## src/rtl/mio_bus_pkg.sv

```systemverilog
// mio_bus_pkg: shared FSM states, default slot table and width helpers for the bus controller
package mio_bus_pkg;
  typedef enum logic [1:0] {IDLE, ACCESS, RESP} state_t;
  localparam logic [127:0] DEF_BASE = {32'hF0000004, 32'hF0000000, 32'hE0000000, 32'h00000000};
  localparam logic [127:0] DEF_MASK = {32'hF0000004, 32'hF0000004, 32'hF0000000, 32'hF0000000};
  function automatic int cnt_width(input int t);
    return t > 0 ? $clog2(t + 1) : 1;
  endfunction
  function automatic int idx_width(input int n);
    return n > 1 ? $clog2(n) : 1;
  endfunction
endpackage

```

## src/rtl/mio_bus_ctrl_if.sv

```systemverilog
// mio_bus_ctrl_if: CPU data port plus slave-side select/data/ack bundle
interface mio_bus_ctrl_if #(
  parameter int N_SLV  = 4,
  parameter int ADDR_W = 32,
  parameter int DATA_W = 32
);
  logic                      cpu_req;
  logic                      mem_w;
  logic [ADDR_W-1:0]         addr_bus;
  logic [DATA_W-1:0]         Cpu_data2bus;
  logic [DATA_W-1:0]         Cpu_data4bus;
  logic                      cpu_ready;
  logic                      bus_err;
  logic [N_SLV-1:0]          slv_sel;
  logic                      slv_we;
  logic [ADDR_W-1:0]         slv_addr;
  logic [DATA_W-1:0]         slv_wdata;
  logic [N_SLV*DATA_W-1:0]   slv_rdata;
  logic [N_SLV-1:0]          slv_ack;
  modport master (
    output cpu_req, mem_w, addr_bus, Cpu_data2bus, slv_rdata, slv_ack,
    input  Cpu_data4bus, cpu_ready, bus_err, slv_sel, slv_we, slv_addr, slv_wdata
  );
  modport slave (
    input  cpu_req, mem_w, addr_bus, Cpu_data2bus, slv_rdata, slv_ack,
    output Cpu_data4bus, cpu_ready, bus_err, slv_sel, slv_we, slv_addr, slv_wdata
  );
endinterface

```

## src/rtl/mio_addr_dec.sv

```systemverilog
// mio_addr_dec: base/mask slot compare; on multiple hits the lowest slot index wins
module mio_addr_dec
  import mio_bus_pkg::*;
#(
  parameter int N_SLV  = 4,
  parameter int ADDR_W = 32,
  parameter logic [N_SLV*ADDR_W-1:0] SLV_BASE = DEF_BASE,
  parameter logic [N_SLV*ADDR_W-1:0] SLV_MASK = DEF_MASK,
  localparam int IDX_W = idx_width(N_SLV)
) (
  input  logic [ADDR_W-1:0] i_addr,
  output logic              o_hit,
  output logic [IDX_W-1:0]  o_idx,
  output logic [N_SLV-1:0]  o_onehot
);
  always_comb begin
    o_hit = 1'b0;
    o_idx = '0;
    for (int i = N_SLV - 1; i >= 0; i--)
      if ((i_addr & SLV_MASK[i*ADDR_W +: ADDR_W]) == (SLV_BASE[i*ADDR_W +: ADDR_W] & SLV_MASK[i*ADDR_W +: ADDR_W])) begin
        o_hit = 1'b1;
        o_idx = IDX_W'(i);
      end
    o_onehot = o_hit ? N_SLV'(1) << o_idx : '0;
  end
endmodule

```

## src/rtl/mio_bus_ctrl.sv

```systemverilog
// mio_bus_ctrl: handshaked CPU-to-slave bus controller with decode, ack wait and timeout
// Optional bus-error address log enabled by MIO_BUS_ERR_LOG_EN.
module mio_bus_ctrl
  import mio_bus_pkg::*;
#(
  parameter int N_SLV  = 4,
  parameter int ADDR_W = 32,
  parameter int DATA_W = 32,
  parameter logic [N_SLV*ADDR_W-1:0] SLV_BASE = DEF_BASE,
  parameter logic [N_SLV*ADDR_W-1:0] SLV_MASK = DEF_MASK,
  parameter int TIMEOUT = 15
) (
  input  logic              clk,
  input  logic              rst,
`ifdef MIO_BUS_ERR_LOG_EN
  input  logic              err_clr,
  output logic              err_valid,
  output logic [ADDR_W-1:0] err_addr,
`endif
  mio_bus_ctrl_if.slave     bus
);
  localparam int CNT_W = cnt_width(TIMEOUT);
  localparam int IDX_W = idx_width(N_SLV);
  state_t            r_state, w_state;
  logic [CNT_W-1:0]  r_cnt, w_cnt;
  logic [IDX_W-1:0]  r_idx, w_idx, w_dec_idx;
  logic [N_SLV-1:0]  r_sel, w_sel, w_dec_onehot;
  logic              w_hit, r_we, w_we, r_ready, w_ready, r_err, w_err, w_ack;
  logic [ADDR_W-1:0] r_addr, w_addr;
  logic [DATA_W-1:0] r_wdata, w_wdata, r_rdata, w_rdata, w_sel_rdata;
  mio_addr_dec #(
    .N_SLV(N_SLV), .ADDR_W(ADDR_W), .SLV_BASE(SLV_BASE), .SLV_MASK(SLV_MASK)
  ) u_dec (
    .i_addr(bus.addr_bus), .o_hit(w_hit), .o_idx(w_dec_idx), .o_onehot(w_dec_onehot)
  );
  // only the latched slot's ack and read data are visible; stray acks fall away here
  always_comb begin
    w_ack       = 1'b0;
    w_sel_rdata = '0;
    for (int i = 0; i < N_SLV; i++)
      if (r_idx == IDX_W'(i)) begin
        w_ack       = bus.slv_ack[i];
        w_sel_rdata = bus.slv_rdata[i*DATA_W +: DATA_W];
      end
  end
  always_comb begin
    w_state = r_state;
    w_cnt   = r_cnt;
    w_idx   = r_idx;
    w_sel   = r_sel;
    w_we    = r_we;
    w_addr  = r_addr;
    w_wdata = r_wdata;
    w_rdata = r_rdata;
    w_err   = r_err;
    w_ready = 1'b0;
    case (r_state)
      IDLE: if (bus.cpu_req) begin
        if (w_hit) begin
          w_state = ACCESS;
          w_cnt   = '0;
          w_idx   = w_dec_idx;
          w_sel   = w_dec_onehot;
          w_we    = bus.mem_w;
          w_addr  = bus.addr_bus;
          w_wdata = bus.Cpu_data2bus;
        end else begin
          w_state = RESP;
          w_err   = 1'b1;
          w_rdata = '0;
          w_ready = 1'b1;
        end
      end
      ACCESS: if (w_ack) begin
        w_state = RESP;
        w_sel   = '0;
        w_we    = 1'b0;
        w_err   = 1'b0;
        w_rdata = r_we ? '0 : w_sel_rdata;
        w_ready = 1'b1;
      end else if (TIMEOUT != 0 && r_cnt == CNT_W'(TIMEOUT)) begin
        w_state = RESP;
        w_sel   = '0;
        w_we    = 1'b0;
        w_err   = 1'b1;
        w_rdata = '0;
        w_ready = 1'b1;
      end else
        w_cnt = r_cnt + 1'b1;
      default: w_state = IDLE;
    endcase
  end
  always_ff @(posedge clk)
    if (rst) begin
      r_state <= IDLE;
      r_cnt   <= '0;
      r_idx   <= '0;
      r_sel   <= '0;
      r_we    <= 1'b0;
      r_addr  <= '0;
      r_wdata <= '0;
      r_rdata <= '0;
      r_err   <= 1'b0;
      r_ready <= 1'b0;
    end else begin
      r_state <= w_state;
      r_cnt   <= w_cnt;
      r_idx   <= w_idx;
      r_sel   <= w_sel;
      r_we    <= w_we;
      r_addr  <= w_addr;
      r_wdata <= w_wdata;
      r_rdata <= w_rdata;
      r_err   <= w_err;
      r_ready <= w_ready;
    end
`ifdef MIO_BUS_ERR_LOG_EN
  logic              r_err_valid;
  logic [ADDR_W-1:0] r_err_addr;
  // an unmapped error is raised from IDLE before anything is latched, so log the live address
  always_ff @(posedge clk)
    if (rst) begin
      r_err_valid <= 1'b0;
      r_err_addr  <= '0;
    end else if (w_ready && w_err && (!r_err_valid || err_clr)) begin
      r_err_valid <= 1'b1;
      r_err_addr  <= r_state == IDLE ? bus.addr_bus : r_addr;
    end else if (err_clr) begin
      r_err_valid <= 1'b0;
      r_err_addr  <= '0;
    end
  assign err_valid = r_err_valid;
  assign err_addr  = r_err_addr;
`endif
  assign bus.Cpu_data4bus = r_rdata;
  assign bus.cpu_ready    = r_ready;
  assign bus.bus_err      = r_err;
  assign bus.slv_sel      = r_sel;
  assign bus.slv_we       = r_we;
  assign bus.slv_addr     = r_addr;
  assign bus.slv_wdata    = r_wdata;
endmodule
```

## src/flat_wrapper.sv

```systemverilog
// flat-port wrapper written by rule: the top's interface ports become plain ports
module mio_bus_ctrl_flat import mio_bus_pkg::*;
#(
  parameter int N_SLV  = 4,
  parameter int ADDR_W = 32,
  parameter int DATA_W = 32,
  parameter logic [N_SLV*ADDR_W-1:0] SLV_BASE = DEF_BASE,
  parameter logic [N_SLV*ADDR_W-1:0] SLV_MASK = DEF_MASK,
  parameter int TIMEOUT = 15
)
  (clk, rst, bus_cpu_req, bus_mem_w, bus_addr_bus, bus_Cpu_data2bus, bus_slv_rdata, bus_slv_ack, bus_Cpu_data4bus, bus_cpu_ready, bus_bus_err, bus_slv_sel, bus_slv_we, bus_slv_addr, bus_slv_wdata);
  mio_bus_ctrl_if #(.N_SLV(N_SLV), .ADDR_W(ADDR_W), .DATA_W(DATA_W)) bus_i ();
  input  logic clk;
  input  logic rst;
  input wire logic [$bits(bus_i.cpu_req)-1:0] bus_cpu_req;
  input wire logic [$bits(bus_i.mem_w)-1:0] bus_mem_w;
  input wire logic [$bits(bus_i.addr_bus)-1:0] bus_addr_bus;
  input wire logic [$bits(bus_i.Cpu_data2bus)-1:0] bus_Cpu_data2bus;
  input wire logic [$bits(bus_i.slv_rdata)-1:0] bus_slv_rdata;
  input wire logic [$bits(bus_i.slv_ack)-1:0] bus_slv_ack;
  output wire logic [$bits(bus_i.Cpu_data4bus)-1:0] bus_Cpu_data4bus;
  output wire logic [$bits(bus_i.cpu_ready)-1:0] bus_cpu_ready;
  output wire logic [$bits(bus_i.bus_err)-1:0] bus_bus_err;
  output wire logic [$bits(bus_i.slv_sel)-1:0] bus_slv_sel;
  output wire logic [$bits(bus_i.slv_we)-1:0] bus_slv_we;
  output wire logic [$bits(bus_i.slv_addr)-1:0] bus_slv_addr;
  output wire logic [$bits(bus_i.slv_wdata)-1:0] bus_slv_wdata;
  assign bus_i.cpu_req = bus_cpu_req;
  assign bus_i.mem_w = bus_mem_w;
  assign bus_i.addr_bus = bus_addr_bus;
  assign bus_i.Cpu_data2bus = bus_Cpu_data2bus;
  assign bus_i.slv_rdata = bus_slv_rdata;
  assign bus_i.slv_ack = bus_slv_ack;
  assign bus_Cpu_data4bus = bus_i.Cpu_data4bus;
  assign bus_cpu_ready = bus_i.cpu_ready;
  assign bus_bus_err = bus_i.bus_err;
  assign bus_slv_sel = bus_i.slv_sel;
  assign bus_slv_we = bus_i.slv_we;
  assign bus_slv_addr = bus_i.slv_addr;
  assign bus_slv_wdata = bus_i.slv_wdata;
  mio_bus_ctrl #(.N_SLV(N_SLV), .ADDR_W(ADDR_W), .DATA_W(DATA_W), .SLV_BASE(SLV_BASE), .SLV_MASK(SLV_MASK), .TIMEOUT(TIMEOUT)) u_core (.clk(clk), .rst(rst), .bus(bus_i));
endmodule
```

## config.mk

```make
export PLATFORM = sky130hd
export DESIGN_NAME = mio_bus_ctrl_flat
export DESIGN_NICKNAME = d
export VERILOG_FILES = /design/src/rtl/mio_bus_pkg.sv /design/src/rtl/mio_bus_ctrl_if.sv /design/src/rtl/mio_addr_dec.sv /design/src/rtl/mio_bus_ctrl.sv /design/src/flat_wrapper.sv
export SDC_FILE = /design/constraint.sdc
export NUM_CORES = 1
export LEC_CHECK = 0
export ABC_AREA = 0
export CAP_MARGIN = 0
export CORE_MARGIN = 2
export CORE_UTILIZATION = 35
export DETAILED_ROUTE_END_ITERATION = 6
export GPL_TIMING_DRIVEN = 0
export PLACE_DENSITY_LB_ADDON = 0.15
export SYNTH_ARGS = -nofsm -noshare
export SYNTH_HDL_FRONTEND = slang
export SYNTH_HIERARCHICAL = 1
export SYNTH_SLANG_ARGS = --single-unit
```

## constraint.sdc

```tcl
create_clock -name clk -period 1.9 [get_ports clk]
set_input_delay 0.38 -clock clk [delete_from_list [all_inputs] [get_ports clk]]
set_output_delay 0.38 -clock clk [all_outputs]
set_load 0.005 [all_outputs]
```

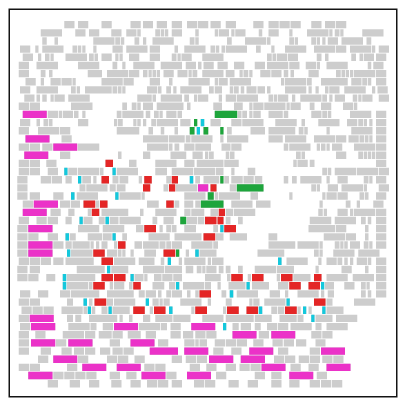
*Selected gate families, run 1*
(3 px per um)
[NOR gates] green | cells: 11 | where: middle
[inverters] cyan | cells: 36
[multiplexers] magenta | cells: 34
[AND and OR gates] red | cells: 40
Comb area share: 0.3316
final cell count without fillers: 1,143
most frequent logic cell in the layout: clkdlybuf4s50_1

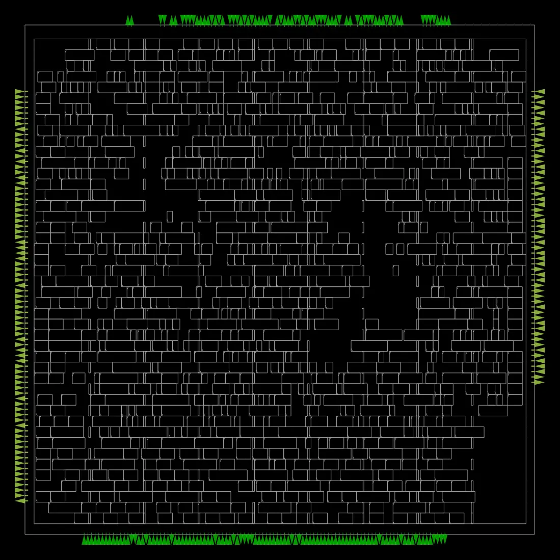
*Cell placement, run 1*
tap cells: 188
num rows: 45
fill count: 1,316
Core Area: 15,200 sq um
FFs & Latches: 111

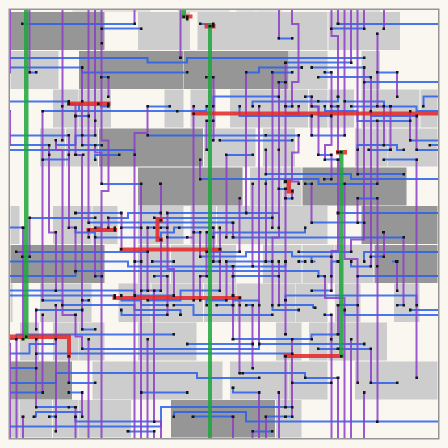
*A small window of the routed layout, run 1*
Window x 49 to 79, y 49 to 79 um. Cells in grey, sequential cells in the stronger grey; small squares are vias.
[met4] green
[met3] red
[met1] blue
[met2] purple
most frequent: dfxtp_1 (11), clkbuf_2 (6)
cells with their middle in the window: 65
sequential cells in the window: 11
netlist names of flops here include: u_core/r_cnt (4), u_core/r_state (2)

==> flow_metrics.tcl, run 1 <==
# implementation run metrics
set metrics [dict create \
    fin_util 0.6319 \
    max_freq_ghz 0.5183 \
    chipHeight_um 128.6 \
    ys_sh_adder 0.002301 \
    cap_violations 0 \
    crit_path_start_kind "primary input" \
    fin_nets 1150 \
    switching_share 0.2389 \
    topCellsByArea "dfxtp_1 41%, mux4_2 13%, nand2_1 12%, a21oi_1 7.1%, o311ai_1 5.3%" \
    ys_ff 111 \
    areaGrowthSynthToFinish_pct 76.65 \
    gr-usage-met3 0.05198 \
    end_kind "flip-flop" \
    warnings 28 \
    cts_tree "yes" \
    via_per_inst 5.240 \
    htreeDepth 3 \
    cts_resized 55 \
    fin_hold_ws_ns 0.4530 \
    finalClockSkew_ns 0.007420 \
    cp.arrival_ns 2.18 \
    synth_cells 632 \
    path_clk_slew_ns 0.07 \
    clockBufferDepth 2 \
    pg_clk_uw 1850 \
    violations "negative setup slack" \
    placed_area_sq_um 8692 \
    ys_warn_count 6 \
    power.switching_uw 1251 \
    internal-power_uw 3984 \
    drv_slew 0 \
    routabilityCongestion 0.7793 \
    slew_headroom 0.4158 \
    syn_avg_cell_area_sq_um 8.604 \
    yosys.area_share.xor_xnor 0 \
    crit_fanout 8 \
    yosysChipArea_sq_um 5438 \
    synth.area.mux_share 0.1392 \
    synth_area_leader_cell "dfxtp_1" \
    placedCellCount 1121 \
    finalCritPeriodShare 1.015 \
    hold_path_class "reg2reg" \
    final-comb-area_sq_um 3186 \
    grt_max_degree 17 \
    seqPwrFrac 0.460 \
    die_w_um 128.6 \
    vdd_drop_max_uv 444.8 \
    grt_usage 0.2180 \
    topCombFamilyByArea "simple AND/OR/NAND/NOR gates" \
    drive_gt1_frac 0.1656 \
    finalPower_uw 5234 \
    hold_viol_final 0 \
    top_area_frac 0.4087 \
    syn-cell-area_sq_um 5438 \
    yosys-stat-cells 632 \
    grt_pass1_vias 5673 \
    first_iter_violations 269 \
    power_leader "sequential cells" \
    cp.required_ns 2.15 \
    synthArstFlopShare 0 \
    edf_count 0 \
    use_met1 0.2684 \
    synth-compound-area-share 0.1385 \
    ys_sh_simple 0.2319 \
    grt.busiest_layer "met2" \
    p_clk_frac 0.353 \
    clockRootBuffer "clkbuf_16" \
    critPathKind "in2reg" \
    cts_inserted_buffers 9 \
    setup_viol 5 \
    p_seq_uw 2410 \
    seqCellArea_sq_um 2227 \
    grt.met2_usage 0.3716 \
    post_cts.repair.setup_buffers 4 \
    cts.sinks 111 \
    portBuffers 301 \
    outcome "finished, violations left" \
    leakagePower_uw 0.003230 \
    hold_buffers 0 \
    drtAntennaViolNets 0 \
    powerComb_uw 978 \
    chip_area_sq_um 16550 \
    ys.flop_type "dfxtp_1" \
    powerDensity_nw_per_um2 544.9 \
    syn_nets 833 \
    num_io_pins 303 \
    postLayoutCellArea_sq_um 9605 \
    ys_seq_frac 0.4087 \
    power_frac_comb 0.187 \
    worst_pin_slew_ns 0.8763 \
    grt_first_pass_wirelength_mm 28.69 \
    setup_tns_ns -0.07944 \
    post-place-ws_ns -0.9309 \
    vias 5989 \
    dp_hpwl_mm 14.20 \
    wirelength_mm 19.01 \
    first_pass_iters 5 \
    min_period_ns 1.929 \
    yosysUniqueCellTypes 32 \
    rsz0062_at_grt "true" \
    antenna_found_initial 0 \
    grt-ovfl-total 0 \
    wl_per_cell_um 16.63 \
    drc 0 \
    setup_ws_ns -0.02930 \
    floorplan.core_util 0.3577 \
    clkLatencyLatePin_ns 0.35 \
]
run 1: synthesized netlist by cell type, drive strengths merged, types with 3 or more instances:
| master | instances |
|---|---|
| inv | 36 |
| nand4 | 32 |
| nand2 | 170 |
| clkbuf | 47 |
| nand2b | 5 |
| nor2 | 4 |
| nor4 | 3 |
| a21oi | 77 |
| o311ai | 33 |
| or3 | 4 |
| a311oi | 5 |
| dfxtp | 111 |
| buf | 21 |
| nand3 | 3 |
| and3 | 3 |
| or4 | 33 |
| mux4 | 33 |
run 1: area by class of cell:
| cell class | instances | share of cell area |
|---|---|---|
| multi-input combinational | 417 | 0.3316 |
| buffer | 65 | 0.04312 |
| tap | 188 | 0.02449 |
| sequential | 111 | 0.2319 |
| clock inverter | 2 | 0.001433 |
| antenna | 1 | 0.0002605 |
| timing repair buffer | 309 | 0.3246 |
| clock buffer | 14 | 0.02853 |
| inverter | 36 | 0.01407 |
run 1: per-layer routing:
| metal | wire length [um] | part of all wire |
|---|---|---|
| met2 | 9461 | 0.50 |
| met1 | 7766 | 0.41 |
| met5 | 0 | 0 |
| met4 | 507 | 0.027 |
| met3 | 1272 | 0.067 |
run 1: critical path, stage by stage:
cell and delay [ns]:
clkdlybuf4s50_1 0.39, mux4_2 0.52, buf_8 0.18, or3_4 0.46, a41o_1 0.24
run 1: path summary, 6_finish.rpt:
kind / startpoint / endpoint / slack, ns / depth (start not counted)
worst max-delay path: bus_slv_ack[1] / u_core/bus.bus_err$_SDFFE_PP0P_ / -0.03 / 5
worst min-delay path: u_core/bus.slv_wdata[17]$_SDFFE_PP0P_ / u_core/bus.slv_wdata[17]$_SDFFE_PP0P_ / 0.45 / 2
worst max register to register: u_core/r_idx[0]$_SDFFE_PP0P_ / u_core/bus.bus_err$_SDFFE_PP0P_ / -0.02 / 4
worst min register to register: u_core/bus.slv_wdata[17]$_SDFFE_PP0P_ / u_core/bus.slv_wdata[17]$_SDFFE_PP0P_ / 0.45 / 2
run 1: kinds of logic (layout without fill, tap and decap cells):
kind of cell | count (synthesis) | count (layout)
buffers and inverters | 104 | 426
AND-OR/OR-AND | 119 | 119
other | 0 | 1
multiplexers | 34 | 34
flip-flops | 111 | 111
AND/OR/NAND/NOR | 263 | 263
adder cells (fa/ha/maj) | 1 | 1
run 1: cells in the final DEF, fill, tap and decap left out, drive strengths merged, types with 2 or more instances in the layout:
master / count
inv: 36
a21oi: 77
nand2: 170
a311oi: 5
nor2: 4
a41o: 2
dlymetal6s2s: 2
clkdlybuf4s50: 294
buf: 21
o311ai: 33
nand4: 32
nor4: 3
clkbuf: 66
mux4: 33
dfxtp: 111
or3: 4
nand2b: 5
nand3: 3
nor3: 2
clkinv: 2
and3: 3
dlygate4sd2: 5
or4: 33
run 1: flip-flops by register name, indices dropped and copies added, names as in the netlist:
register / count
u_core/bus.Cpu_data4bus: 32
u_core/bus.slv_addr: 32
u_core/bus.slv_wdata: 32
u_core/bus.slv_sel: 4
u_core/r_cnt: 4
u_core/r_idx: 2
u_core/r_state: 2
u_core/bus.bus_err: 1
u_core/bus.cpu_ready: 1
u_core/bus.slv_we: 1
==> run 2, diff against run 1 <==
Settings changed: CTS_CLUSTER_DIAMETER set to 100.
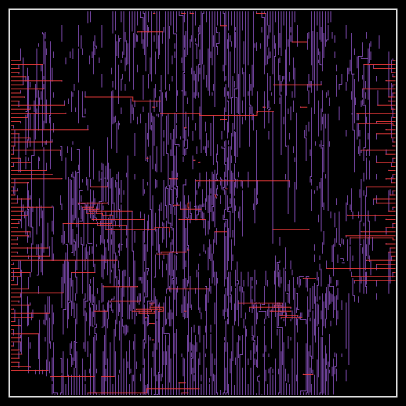
*Signal wires by layer, run 2*
(3 px per um) Two of the layers only.
[met2] purple | wire length: 9,460 um
[met3] red | wire length: 1,270 um
Avg WL per Cell: 16.63 um
routed via count: 5,989

==> run 2 against run 1 <==
  * Utilization stayed put
  * Global-route usage stayed put
  * Sequential share of layout area stayed put
  * Maximum frequency stayed put
  * Flip-flop count stayed put
  * Design area stayed put
  * Clock power hardly changed
  * The flow still finishes with violations (negative setup slack)
  * Wire length stayed put
==> flow_metrics.tcl, run 2 <==
# implementation run metrics
set metrics [dict create \
    crit_fanout 8 \
    min_period_ns 1.929 \
    die_w_um 128.6 \
    setup_ws_ns -0.02930 \
    yosysChipArea_sq_um 5438 \
    leakagePower_uw 0.003230 \
    r2r_cells 4 \
    crit_path_start_kind "primary input" \
    grt_pass1_vias 5673 \
    syn_nets 833 \
    clockBufferDepth 2 \
    topCellsByArea "dfxtp_1 41%, mux4_2 13%, nand2_1 12%, a21oi_1 7.1%, o311ai_1 5.3%" \
    yosysUniqueCellTypes 32 \
    crit_path_end "u_core/bus.bus_err$_SDFFE_PP0P_" \
    first_pass_iters 5 \
    vdd_drop_max_uv 444.8 \
    via_per_inst 5.240 \
    internal-power_uw 3984 \
    syn-cell-area_sq_um 5438 \
    num_io_pins 303 \
    startpoint "bus_slv_ack[1]" \
    grt_first_pass_wirelength_mm 28.69 \
    antenna_found_initial 0 \
    cts.sinks 111 \
    warnings 28 \
    finalCritPeriodShare 1.015 \
    fin_hold_ws_ns 0.4530 \
    post-place-ws_ns -0.9309 \
    clockRootBuffer "clkbuf_16" \
    top_area_frac 0.4087 \
    seqPwrFrac 0.460 \
    rsz0062_at_grt "true" \
    first_iter_violations 269 \
    switching_share 0.2389 \
    ys_ff 111 \
    placedCellCount 1121 \
    worst_pin_slew_ns 0.8763 \
    drive_gt1_frac 0.1656 \
    chip_area_sq_um 16550 \
    violations "negative setup slack" \
    rrSetupSlack_ns -0.02 \
    cp.arrival_ns 2.18 \
    synthArstFlopShare 0 \
    hold_buffers 0 \
    wirelength_mm 19.01 \
    portBuffers 301 \
    grt_usage 0.2180 \
    max_freq_ghz 0.5183 \
    syn_avg_cell_area_sq_um 8.604 \
    slew_headroom 0.4158 \
    clkLatencyLatePin_ns 0.35 \
    grt_max_degree 17 \
    final_cells 1143 \
    chipHeight_um 128.6 \
    finalClockSkew_ns 0.007420 \
    p_clk_frac 0.353 \
    ys_seq_frac 0.4087 \
    synth_cells 632 \
    routabilityCongestion 0.7793 \
    most_common_cell "nand2_1" \
    lay_top_count "clkdlybuf4s50_1" \
    r2r_start "u_core/r_idx[0]$_SDFFE_PP0P_" \
    ys.flop_type "dfxtp_1" \
    hold_path_class "reg2reg" \
    htreeDepth 3 \
    drc 0 \
    drtAntennaViolNets 0 \
    grt-ovfl-total 0 \
    final_cell_mix "294 x clkdlybuf4s50_1, 170 x nand2_1, 109 x dfxtp_1" \
    fin_nets 1150 \
    cts_inserted_buffers 9 \
    synth_area_leader_cell "dfxtp_1" \
    ys_warn_count 6 \
    cts_tree "yes" \
    areaGrowthSynthToFinish_pct 76.65 \
    setup_viol 5 \
    cap_violations 0 \
    drv_slew 0 \
    dp_hpwl_mm 14.20 \
    rows 45 \
    yosys-stat-cells 632 \
    hold_viol_final 0 \
    critPathKind "in2reg" \
    end_kind "flip-flop" \
    edf_count 0 \
    path_clk_slew_ns 0.07 \
    cp.required_ns 2.15 \
    core_sq_um 15200 \
    outcome "finished, violations left" \
    floorplan.core_util 0.3577 \
    yosys-top-cells-count "170 x nand2_1, 111 x dfxtp_1, 77 x a21oi_1, 47 x clkbuf_1, 35 x inv_1" \
    reg2reg_to "u_core/bus.bus_err$_SDFFE_PP0P_" \
    power.switching_uw 1251 \
    powerDensity_nw_per_um2 544.9 \
    power_frac_comb 0.187 \
]
==> run 2: cells by family (layout without fill, tap and decap cells) <==
| logic type | count (synthesis) | after routing | share of synthesized area |
|---|---|---|---|
| buf+inv | 104 | 426 | 0.07938 |
| flops | 111 | 111 | 0.4087 |
| other cells | 0 | 1 | 0 |
| compound gates | 119 | 119 | 0.1385 |
| mux | 34 | 34 | 0.1392 |
| simple gates | 263 | 263 | 0.2319 |
| fa+ha+maj | 1 | 1 | 0.002301 |
==> run 2: layer usage <==
metal	up-vias	routed length [um]	GRT usage
li1	2906	-	-
met1	2803	7766	0.2684
met2	247	9461	0.3716
met3	33	1272	0.05198
met4	0	507	0.08184
met5	-	0	0
==> run 2: worst min-delay path by stage <==
stage,from,endpoint,cells after the start
after global routing,u_core/bus.slv_wdata[20]$_SDFFE_PP0P_,u_core/bus.slv_wdata[20]$_SDFFE_PP0P_,2
after floorplan,u_core/r_cnt[3]$_SDFFE_PP0P_,u_core/r_cnt[3]$_SDFFE_PP0P_,2
after CTS,u_core/bus.slv_wdata[12]$_SDFFE_PP0P_,u_core/bus.slv_wdata[12]$_SDFFE_PP0P_,2
final,u_core/bus.slv_wdata[17]$_SDFFE_PP0P_,u_core/bus.slv_wdata[17]$_SDFFE_PP0P_,2
after global placement,u_core/bus.slv_wdata[12]$_SDFFE_PP0P_,u_core/bus.slv_wdata[12]$_SDFFE_PP0P_,2
after detailed placement,u_core/bus.slv_wdata[12]$_SDFFE_PP0P_,u_core/bus.slv_wdata[12]$_SDFFE_PP0P_,2
==> run 2: cell type report <==
class,instances,area [sq um]
tap,188,235.2
buffer,65,414.1
clock inverter,2,13.76
multi-input combinational,417,3186
timing repair buffer,309,3118
inverter,36,135.1
fill,1316,5597
antenna,1,2.502
sequential,111,2227
clock buffer,14,274.0
==> run 2: per-stage QoR <==
step | setup TNS [ns] | instance area [sq um] | util | power [uW]
after floorplan | 0 | 5444 | - | 2744
after global placement | -85.29 | 8692 | 0.5718 | 3346
after detailed placement | -88.79 | 8692 | 0.5718 | 3353
after CTS | -0.8365 | 9148 | 0.6017 | 5229
after global routing | -0.3668 | 9603 | 0.6317 | 5437
final | -0.07944 | 9605 | 0.6319 | 5234
==> run 2: worst max-delay path: stages <==
cell             delay, ns
clkdlybuf4s50_1       0.39
mux4_2                0.52
buf_8                 0.18
or3_4                 0.46
a41o_1                0.24
==> run 2: power by group through the flow <==
stage,logic [uW],clock network [uW],registers (uW)
final,978,1850,2410
after global routing,1050,1970,2410
after CTS,917,1910,2410
after detailed placement,892,0,2460
after global placement,887,0,2460
after floorplan,281,0,2460
==> run 2: what timing repair did <==
item,in CTS,in global routing
setup endpoints to repair,111,101
pin swaps,3,30
setup buffers,4,1
hold endpoints to repair,0,0
gates resized,55,103
cloned,0,3
Power is estimated from default activity; no workload was simulated.
